## src/rtl/cic_decim_ctrl_pkg.sv

```systemverilog
// -----------------------------------------------------------------------------
// cic_pkg
// Shared types and helpers for the CIC decimator sequencing controller.
//   state_t   : controller FSM states
//   OS_*      : notable oversampling-select codes
//   os_ratio  : decimation ratio minus one (R-1) for a select code, as a
//               6-bit terminal value for the phase counter
// -----------------------------------------------------------------------------
package cic_pkg;

   typedef enum logic [1:0] {
      IDLE   = 2'd0,
      FLUSH  = 2'd1,
      SETTLE = 2'd2,
      RUN    = 2'd3
   } state_t;

   localparam logic [2:0] OS_NONE    = 3'd0;
   localparam logic [2:0] OS_MAX     = 3'd6;
   localparam logic [2:0] OS_ILLEGAL = 3'd7;

   // Code 0 means no oversampling (R=1), codes 1..6 mean R=2^code.
   // The illegal code never reaches the datapath; it maps to R=1 defensively.
   function automatic logic [5:0] os_ratio(input logic [2:0] code);
      logic [6:0] r;
      if (code > OS_MAX)
         r = 7'd1;
      else
         r = 7'd1 << code;
      return 6'(r - 7'd1);
   endfunction

endpackage

```

## src/rtl/cic_decim_ctrl_ovf_mon.sv

```systemverilog
// -----------------------------------------------------------------------------
// cic_ovf_mon
// Integrator truncation-flag monitor. Registers flag_t once, detects a
// change of the toggle bit, and keeps a saturating event count plus sticky
// positive/negative overflow bits.
// Ports:
//   clk, reset_n : clock, asynchronous active-low reset
//   i_active     : controller is in SETTLE or RUN
//   i_flag_t     : [1]=sign of overflowing sum, [0]=toggles once per event
//   i_clr        : clear statistics (a simultaneous event still counts)
//   o_cnt        : saturating event count
//   o_pos/o_neg  : sticky positive / negative overflow
// -----------------------------------------------------------------------------
module cic_ovf_mon
   import cic_pkg::*;
#(
   parameter int CNTW = 8
) (
   input  logic            clk,
   input  logic            reset_n,
   input  logic            i_active,
   input  logic [1:0]      i_flag_t,
   input  logic            i_clr,
   output logic [CNTW-1:0] o_cnt,
   output logic            o_pos,
   output logic            o_neg
);

   logic [1:0]      r_f_q;
   logic            r_f_prev;
   logic            r_prev_vld;
   logic [CNTW-1:0] r_cnt;
   logic            r_pos;
   logic            r_neg;
   logic            w_event;

   // flag_t has no reset of its own, so a comparison is only trusted once the
   // previous sample was itself taken while active.
   assign w_event = i_active & r_prev_vld & (r_f_q[0] != r_f_prev);

   always_ff @(posedge clk or negedge reset_n) begin
      if (!reset_n) begin
         r_f_q      <= 2'b00;
         r_f_prev   <= 1'b0;
         r_prev_vld <= 1'b0;
         r_cnt      <= '0;
         r_pos      <= 1'b0;
         r_neg      <= 1'b0;
      end else begin
         r_f_q      <= i_flag_t;
         r_f_prev   <= r_f_q[0];
         r_prev_vld <= i_active;
         if (w_event) begin
            if (i_clr) begin
               // Clear and event together: the event survives the clear.
               r_cnt <= CNTW'(1);
               r_pos <= ~r_f_q[1];
               r_neg <= r_f_q[1];
            end else begin
               if (r_cnt != '1)
                  r_cnt <= r_cnt + 1'b1;
               if (r_f_q[1])
                  r_neg <= 1'b1;
               else
                  r_pos <= 1'b1;
            end
         end else if (i_clr) begin
            r_cnt <= '0;
            r_pos <= 1'b0;
            r_neg <= 1'b0;
         end
      end
   end

   assign o_cnt = r_cnt;
   assign o_pos = r_pos;
   assign o_neg = r_neg;

endmodule

```

## src/rtl/cic_decim_ctrl.sv

```systemverilog
// -----------------------------------------------------------------------------
// cic_decim_ctrl
// Sequencing controller for the CIC decimator integrator/comb datapath.
// Owns the ratio select and the integrator reset, flushes the integrators on
// every ratio change, generates the comb decimation strobe, masks the comb
// warm-up outputs and keeps integrator overflow statistics.
// Ports:
//   clk, reset_n          : clock, asynchronous active-low reset
//   enable                : run request, low forces IDLE
//   cfg_os_sel/cfg_valid  : ratio request (7 is illegal)
//   cfg_ready/cfg_err     : request accept / illegal-code pulse
//   in_valid              : one sample enters the integrators this cycle
//   os_sel, int_rst_n     : applied ratio code, integrator reset (active low)
//   dec_stb, out_valid    : comb strobe, strobe qualified by warm-up mask
//   busy                  : FLUSH or SETTLE in progress
//   flag_t, ovf_clr       : truncation flag, statistics clear
//   ovf_cnt/ovf_pos/neg   : saturating event count, sticky sign bits
// All outputs are registered.
// -----------------------------------------------------------------------------
module cic_decim_ctrl
   import cic_pkg::*;
#(
   parameter int NSTG      = 3,
   parameter int FLUSH_CYC = 4,
   parameter int CNTW      = 8
) (
   input  logic            clk,
   input  logic            reset_n,
   input  logic            enable,
   input  logic [2:0]      cfg_os_sel,
   input  logic            cfg_valid,
   output logic            cfg_ready,
   output logic            cfg_err,
   input  logic            in_valid,
   output logic [2:0]      os_sel,
   output logic            int_rst_n,
   output logic            dec_stb,
   output logic            out_valid,
   output logic            busy,
   input  logic [1:0]      flag_t,
   input  logic            ovf_clr,
   output logic [CNTW-1:0] ovf_cnt,
   output logic            ovf_pos,
   output logic            ovf_neg
);

   localparam int WARMW = (NSTG < 2) ? 1 : $clog2(NSTG + 1);

   state_t           r_state;
   state_t           w_next_state;
   logic [3:0]       r_fcnt;
   logic [5:0]       r_phase;
   logic [WARMW-1:0] r_warm;
   logic [2:0]       r_os_sel;
   logic             r_int_rst_n;
   logic             r_dec_stb;
   logic             r_out_valid;
   logic             r_cfg_ready;
   logic             r_cfg_err;
   logic             r_busy;

   logic             w_hs_legal;
   logic             w_hs_err;
   logic             w_active;
   logic             w_next_active;
   logic             w_phase_wrap;
   logic             w_warm_done;

   logic [3:0]       w_fcnt_next;
   logic [5:0]       w_phase_next;
   logic [WARMW-1:0] w_warm_next;
   logic [2:0]       w_os_sel_next;
   logic             w_dec_stb_next;
   logic             w_out_valid_next;

   assign w_hs_legal   = cfg_valid & r_cfg_ready & (cfg_os_sel != OS_ILLEGAL);
   assign w_hs_err     = cfg_valid & r_cfg_ready & (cfg_os_sel == OS_ILLEGAL);
   assign w_active     = (r_state == SETTLE) || (r_state == RUN);
   assign w_phase_wrap = (r_phase == os_ratio(r_os_sel));
   // Strobe currently on the output is the NSTG-th one seen in SETTLE.
   assign w_warm_done  = (r_state == SETTLE) && r_dec_stb && (r_warm == WARMW'(NSTG - 1));

   // State register and registered outputs
   always_ff @(posedge clk or negedge reset_n) begin
      if (!reset_n) begin
         r_state     <= IDLE;
         r_fcnt      <= 4'd0;
         r_phase     <= 6'd0;
         r_warm      <= '0;
         r_os_sel    <= OS_NONE;
         r_int_rst_n <= 1'b0;
         r_dec_stb   <= 1'b0;
         r_out_valid <= 1'b0;
         r_cfg_ready <= 1'b1;
         r_cfg_err   <= 1'b0;
         r_busy      <= 1'b0;
      end else begin
         r_state     <= w_next_state;
         r_fcnt      <= w_fcnt_next;
         r_phase     <= w_phase_next;
         r_warm      <= w_warm_next;
         r_os_sel    <= w_os_sel_next;
         r_int_rst_n <= w_next_active;
         r_dec_stb   <= w_dec_stb_next;
         r_out_valid <= w_out_valid_next;
         r_cfg_ready <= (w_next_state == IDLE) || (w_next_state == RUN);
         r_cfg_err   <= w_hs_err;
         r_busy      <= (w_next_state == FLUSH) || (w_next_state == SETTLE);
      end
   end

   // Next-state logic; enable low overrides every other transition.
   always_comb begin
      w_next_state = r_state;
      if (!enable) begin
         w_next_state = IDLE;
      end else begin
         case (r_state)
            IDLE:    w_next_state = FLUSH;
            FLUSH:   if (r_fcnt == 4'(FLUSH_CYC - 1)) w_next_state = SETTLE;
            SETTLE:  if (w_warm_done) w_next_state = RUN;
            RUN:     if (w_hs_legal) w_next_state = FLUSH;
            default: w_next_state = IDLE;
         endcase
      end
   end

   // Output / datapath next values
   always_comb begin
      w_next_active    = (w_next_state == SETTLE) || (w_next_state == RUN);
      w_os_sel_next    = w_hs_legal ? cfg_os_sel : r_os_sel;
      // Strobes only leave the controller while it stays in an active state,
      // so a flush or disable kills a strobe that would land in FLUSH/IDLE.
      w_dec_stb_next   = w_active & in_valid & w_phase_wrap & w_next_active;
      w_out_valid_next = w_dec_stb_next & (w_next_state == RUN);

      w_phase_next = r_phase;
      if (!w_active || !w_next_active)
         w_phase_next = 6'd0;
      else if (in_valid)
         w_phase_next = w_phase_wrap ? 6'd0 : r_phase + 6'd1;

      w_fcnt_next = 4'd0;
      if ((r_state == FLUSH) && (w_next_state == FLUSH))
         w_fcnt_next = r_fcnt + 4'd1;

      w_warm_next = '0;
      if ((r_state == SETTLE) && (w_next_state == SETTLE))
         w_warm_next = r_dec_stb ? r_warm + 1'b1 : r_warm;
   end

   cic_ovf_mon #(
      .CNTW (CNTW)
   ) u_ovf_mon (
      .clk      (clk),
      .reset_n  (reset_n),
      .i_active (w_active),
      .i_flag_t (flag_t),
      .i_clr    (ovf_clr),
      .o_cnt    (ovf_cnt),
      .o_pos    (ovf_pos),
      .o_neg    (ovf_neg)
   );

   assign os_sel    = r_os_sel;
   assign int_rst_n = r_int_rst_n;
   assign dec_stb   = r_dec_stb;
   assign out_valid = r_out_valid;
   assign cfg_ready = r_cfg_ready;
   assign cfg_err   = r_cfg_err;
   assign busy      = r_busy;

endmodule

```

## config.mk

```make
export PLATFORM = sky130hd
export DESIGN_NAME = cic_decim_ctrl
export DESIGN_NICKNAME = d
export VERILOG_FILES = /design/src/rtl/cic_decim_ctrl_pkg.sv /design/src/rtl/cic_decim_ctrl_ovf_mon.sv /design/src/rtl/cic_decim_ctrl.sv
export SDC_FILE = /design/constraint.sdc
export NUM_CORES = 1
export LEC_CHECK = 0
export CAP_MARGIN = 20
export CORE_AREA = 4 4 65 67
export DETAILED_ROUTE_END_ITERATION = 16
export DIE_AREA = 0 0 69 71
export GPL_ROUTABILITY_DRIVEN = 0
export GPL_TIMING_DRIVEN = 0
export PLACE_DENSITY = 0.84
export SLEW_MARGIN = 20
export SYNTH_ARGS = -nofsm -noshare
export SYNTH_HDL_FRONTEND = slang
export SYNTH_SLANG_ARGS = --single-unit
```

## constraint.sdc

```tcl
create_clock -name clk -period 3 [get_ports clk]
set_input_delay 0.45 -clock clk [delete_from_list [all_inputs] [get_ports clk]]
set_output_delay 0.45 -clock clk [all_outputs]
set_load 0.005 [all_outputs]
```

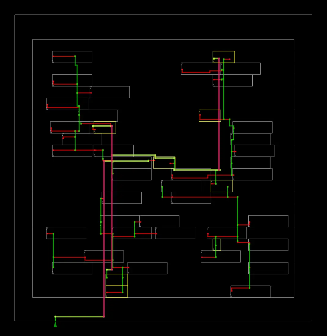
**Above:** clock wiring as the flow saved it.
clock buffers: 7
CTS buffer count: 5
clk_lat worst skew: 290 ps

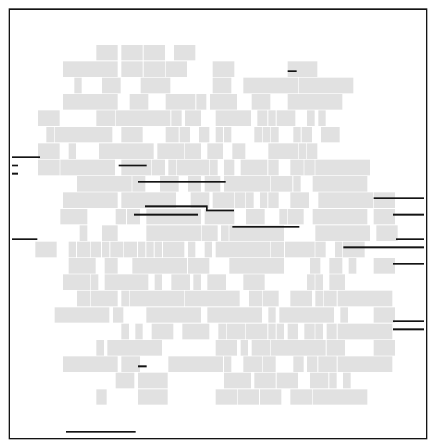
**Above:** metal 3.
main direction: horizontal
nets with wire on the layer: 14
share of all routed wire: 3.6%
met3 Use GR: 0.0327
drt total wl: 3.44 mm
vias: 1347

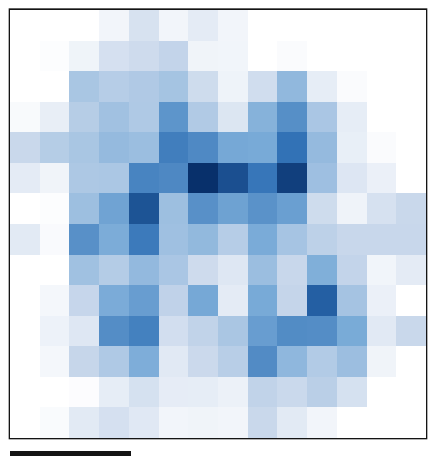
**Above:** wiring heat map.
The bar under the picture is 20 microns long. The die is cut into 14 by 14 equal tiles; white is low, dark blue is high, scaled to the fullest tile. Values are wire area over tile area, all layers added.
densest ninth of the die: center
nearly empty tiles: 21%
emptiest ninth of the die: upper right
total global-route track usage: 0.150
Routed wire per std cell: 13.1 microns

==> impl_metrics.py <==
# Physical implementation metrics
metrics = {
    "timing": {
        "period_used_share": 0.924,
        "whs_ps": 30.9,
        "worst_slew_pin_slew_ps": 418,
        "hold_violations": 0,
        "slew_headroom": 0.721,
        "fin_setup_tns_ps": 0,
    },
    "logic_synthesis": {
        "ys_sh_mux": 0.0109,
        "yosys_cells": 176,
        "ys_chip_area_sq_um": 1840,
        "ys_warn_count": 0,
        "synthFlopType": "dfrtp_1",
        "netlist.area_leader.share": 0.490,
    },
    "clocking": {
        "post-cts-setup-buffer-count": 0,
        "cts_max_path_buffers": 2,
        "tritoncts": "built",
        "post_cts_resized": 0,
    },
    "final_layout": {
        "seqCellArea_sq_um": 927,
        "layout.cells.most_common_list": "dfrtp_1, clkdlybuf4s50_1, nor2_1",
        "top_area_cell_class": "registers",
        "drive_gt1_frac": 0.121,
        "clkCellAreaFrac": 0.0439,
    },
    "global_route": {
        "grt_pass1_vias": 1310,
        "top_usage_layer": "met2",
        "antenna_found_initial": 0,
    },
    "worst_setup_path": {
        "crit_buf_inv": 3,
        "regToRegEndpoint": "r_phase[3]",
        "crit_required_ps": 3180,
        "cp_num_cells": 13,
        "r2r_slack_ps": 280,
    },
    "floorplanning": {
        "die_y_microns": 71,
        "die_x_microns": 69,
    },
    "hold_path": {
        "hold_class": "in -> async",
    },
    "status": {
        "status": "finished clean",
    },
    "detailed_routing": {
        "dr_wl_met3_microns": 122,
    },
    "power_and_ir_drop": {
        "power_density_nw_per_um2": 455,
        "cellLeakagePower_nw": 1.04,
        "top_power_group": "registers",
        "switching_share": 0.246,
    },
}
